==> config.mk <==
export PLATFORM = sky130hd
export DESIGN_NAME = gray_updown_count
export DESIGN_NICKNAME = d
export VERILOG_FILES = /design/src/rtl/gray_updown_count.sv
export SDC_FILE = /design/constraint.sdc
export NUM_CORES = 1
export LEC_CHECK = 0
export ABC_CLOCK_PERIOD_IN_PS = 10300
export CAP_MARGIN = 5
export CORE_ASPECT_RATIO = 0.9
export CORE_MARGIN = 3
export CORE_UTILIZATION = 52
export CTS_CLUSTER_DIAMETER = 100
export DETAILED_ROUTE_END_ITERATION = 16
export PLACE_DENSITY = 0.86
export SYNTH_ARGS = -nofsm -noshare
export SYNTH_HDL_FRONTEND = slang
export SYNTH_SLANG_ARGS = --single-unit
==> constraint.sdc <==
create_clock -name clk -period 10.3 [get_ports clk]
set_clock_uncertainty 0.1 [all_clocks]
set_input_delay 2.06 -clock clk [delete_from_list [all_inputs] [get_ports clk]]
set_output_delay 2.06 -clock clk [all_outputs]
set_load 0.05 [all_outputs]
### Met1 routing, run 1

Supply wires on this layer in grey.
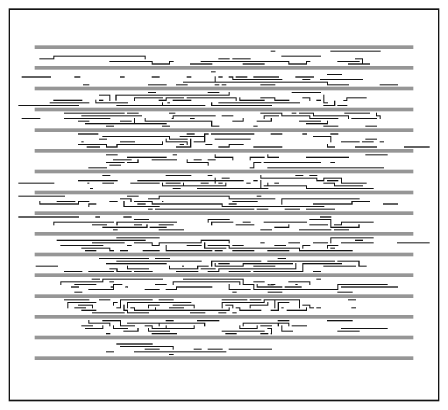
The longest straight run is 18.9 um. The layer carries 1340 um of wire.
Vias: 1131
met1 track demand over resource: 27.77%

### The metal 2 layer, run 1

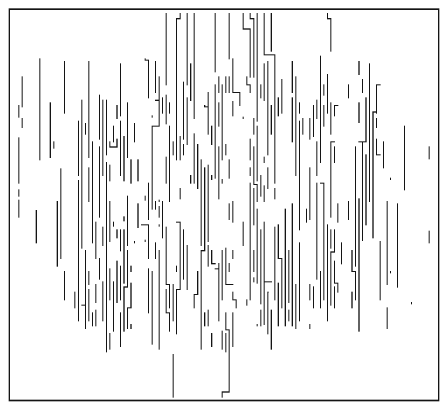
The longest straight run is 24.8 um. The wires run mostly vertical. The layer carries 1430 um of wire. The layer holds 49% of the routed length.
total wire length: 2929 um
met2 Track Usage GR: 38.72%

### Met3 routing, run 1

Scale bar: 20 um. Cells faint in the background.
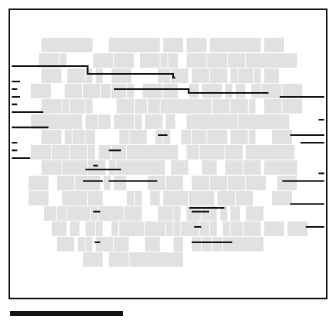
The layer holds 5.2% of the routed length. The longest straight run is 15.2 um. The layer carries 152 um of wire. The wires run mostly horizontal.
met3 GRT Util: 6.313%

==> impl_metrics.csv, run 1 <==
group,metric,value,unit
run_status,status,"finished clean",
timing,finalWorstPathRequiredPeriod,6.209,ns
global_route,grt_pass1_vias,1075,
layout,nonClkBufAreaFrac,20.39,%
synthesis,common_cells,"xnor2_1 (15), inv_1 (12), nand2_1 (12), xor2_1 (10), dfrtp_1 (9)",
clock_network,root_buffer,"clkbuf_4",
die,dieArea,2869,um2
layout,clockNetworkAreaShare,1.727,%
worst_hold_path,hold_class,"reg -> reg",
timing,hold_slack,0.4055,ns
timing,fin_ws,4.091,ns
layout,comb_area_share,58.06,%
clock_network,hold_buffers,0,
synthesis,synth_cell_types,44,
synthesis,fp_nets,162,
critical_path,crit_path_end_kind,"output port",
clock_network,cts_buffer_depth,2,
clock_network,cts_tree,"done",
layout,logic_area,883.3,um2
timing,drv_slew,0,
clock_network,htreeDepth,1,
layout,n_multi_input_combinational_cell,113,
timing,finalSetupViolCount,0,
layout,largest_class,"multi-input combinational cells",
timing,maxSlewHeadroom,64.58,%
timing,rsz0062_at_grt,"false",
job,warnings,27,
die,num_tap_cells,25,
critical_path,cp_max_fo,8,
layout,regArea,225.2,um2
layout,largest_register_ffs,8,
global_route,overflow,0,
die,ios,32,
worst_hold_path,hold_depth,1,
die,fp_util,58.02,%
critical_path,arrival,4.05,ns
layout,antennaDiodeCount,0,
synthesis,topCellsByArea,"dfrtp_1 (19%), xnor2_1 (11%), ha_1 (8.5%), xor2_1 (7.4%), xnor3_2 (4.0%)",
timing,tightest_slew,0.5179,ns
[run 1: layer usage]
layer,vias up,track usage (%),wire length (um)
met3,2,6.313,151
met2,44,38.72,1425
met4,0,0,13
li1,555,-,-
met1,530,27.77,1339
met5,-,0,0
[run 1: kinds of logic after synthesis]
logic type	after synthesis	synth area share (%)
simple gates	36	15.22
compound gates	37	22.98
mux	3	2.660
flops	9	19.15
fa+ha+maj	9	10.21
xor+xnor	28	24.04
buf+inv	17	5.744
[run 1: critical path, delay by kind of cell]
kind            cells  cell delay, ns
buf+inv             3            1.59
compound gates      1            0.27
simple gates        1            0.13
### Clock routing, run 1

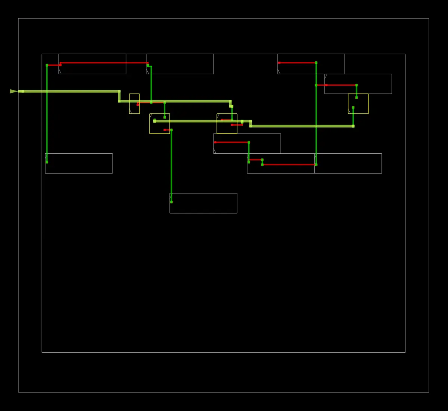

==> run 2: changes to the inputs <==
==> config.mk (replaced) <==
export PLATFORM = sky130hd
export DESIGN_NAME = gray_updown_count
export DESIGN_NICKNAME = d
export VERILOG_FILES = /design/src/rtl/gray_updown_count.sv
export SDC_FILE = /design/constraint.sdc
export NUM_CORES = 1
export LEC_CHECK = 0
export ABC_CLOCK_PERIOD_IN_PS = 6200
export CAP_MARGIN = 5
export CORE_ASPECT_RATIO = 0.9
export CORE_MARGIN = 3
export CORE_UTILIZATION = 48
export CTS_CLUSTER_DIAMETER = 100
export DETAILED_ROUTE_END_ITERATION = 16
export PLACE_DENSITY = 0.81
export SYNTH_ARGS = -nofsm -noshare
export SYNTH_HDL_FRONTEND = slang
export SYNTH_SLANG_ARGS = --single-unit
==> constraint.sdc (replaced) <==
create_clock -name clk -period 6.2 [get_ports clk]
set_clock_uncertainty 0.1 [all_clocks]
set_input_delay 1.24 -clock clk [delete_from_list [all_inputs] [get_ports clk]]
set_output_delay 1.24 -clock clk [all_outputs]
set_load 0.05 [all_outputs]
### Clock routing, run 2

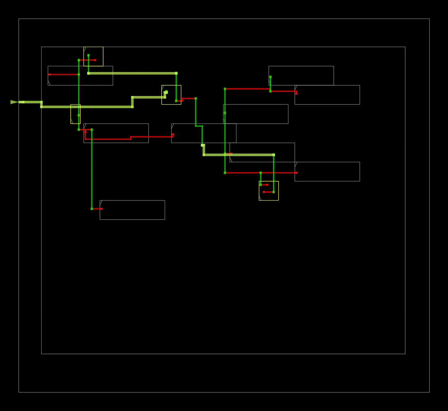
Num Clock Sinks: 9
worst skew pair latency: 0.27 ns
CTS Buf Count: 3

### Met1 routing, run 2

Supply wires on this layer in grey.
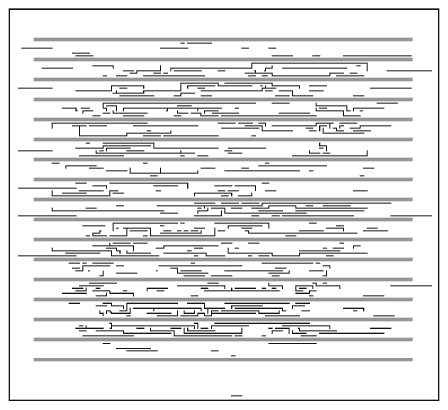
The layer holds 46% of the routed length. The longest straight run is 20.7 um.
Vias: 1113
total wire length: 2913 um
met1 track demand over resource: 27.39%

### Met3 routing, run 2

Scale bar: 20 um. Cells faint in the background.
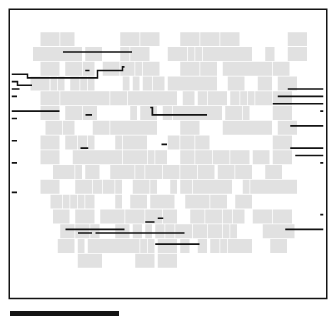
The layer holds 5.3% of the routed length. The layer carries 153 um of wire.
met3 GRT Util: 5.854%

==> impl_metrics.csv, run 2 <==
group,metric,value,unit
layout,largest_register_ffs,8,
clock_network,root_buffer,"clkbuf_4",
run_status,status,"finished clean",
clock_network,cts_tree,"done",
timing,hold_slack,0.3947,ns
critical_path,cp_top_family,"buffers and inverters",
timing,tightest_slew,0.5107,ns
job,warnings,27,
synthesis,common_cells,"xnor2_1 (15), inv_1 (12), nand2_1 (12), xor2_1 (10), dfrtp_1 (9)",
critical_path,crit_path_end_kind,"output port",
critical_path,cp_num_cells,5,
die,ios,32,
clock_network,cts_buffer_depth,2,
critical_path,cp_max_fo,8,
critical_path,worst-path-buf-inv,3,
worst_hold_path,hold_depth,1,
global_route,grt_pass1_vias,1083,
timing,maxSlewHeadroom,65.84,%
critical_path,arrival,3.23,ns
timing,drv_slew,0,
die,dieArea,3081,um2
timing,finalSetupViolCount,0,
run 2: layer usage:
metal	track usage [%]	wire length (um)	vias up
met3	5.854	153	4
met2	34.59	1395	39
li1	-	-	552
met4	6.178	27	0
met5	0	0	-
met1	27.39	1337	518
run 2: final cells by class:
cell class	count	area (um2)
Fill cell	193	718.2
Timing Repair Buffer	31	310.3
Inverter	12	45.04
Tap cell	27	33.78
Multi-Input combinational cell	113	883.3
Clock buffer	4	26.28
Sequential cell	9	225.2
run 2: cells by family after synthesis:
kind of cell,count (synthesis),synth area share [%]
compound gates,37,22.98
xor+xnor,28,24.04
fa+ha+maj,9,10.21
buf+inv,17,5.744
flops,9,19.15
mux,3,2.660
simple gates,36,15.22
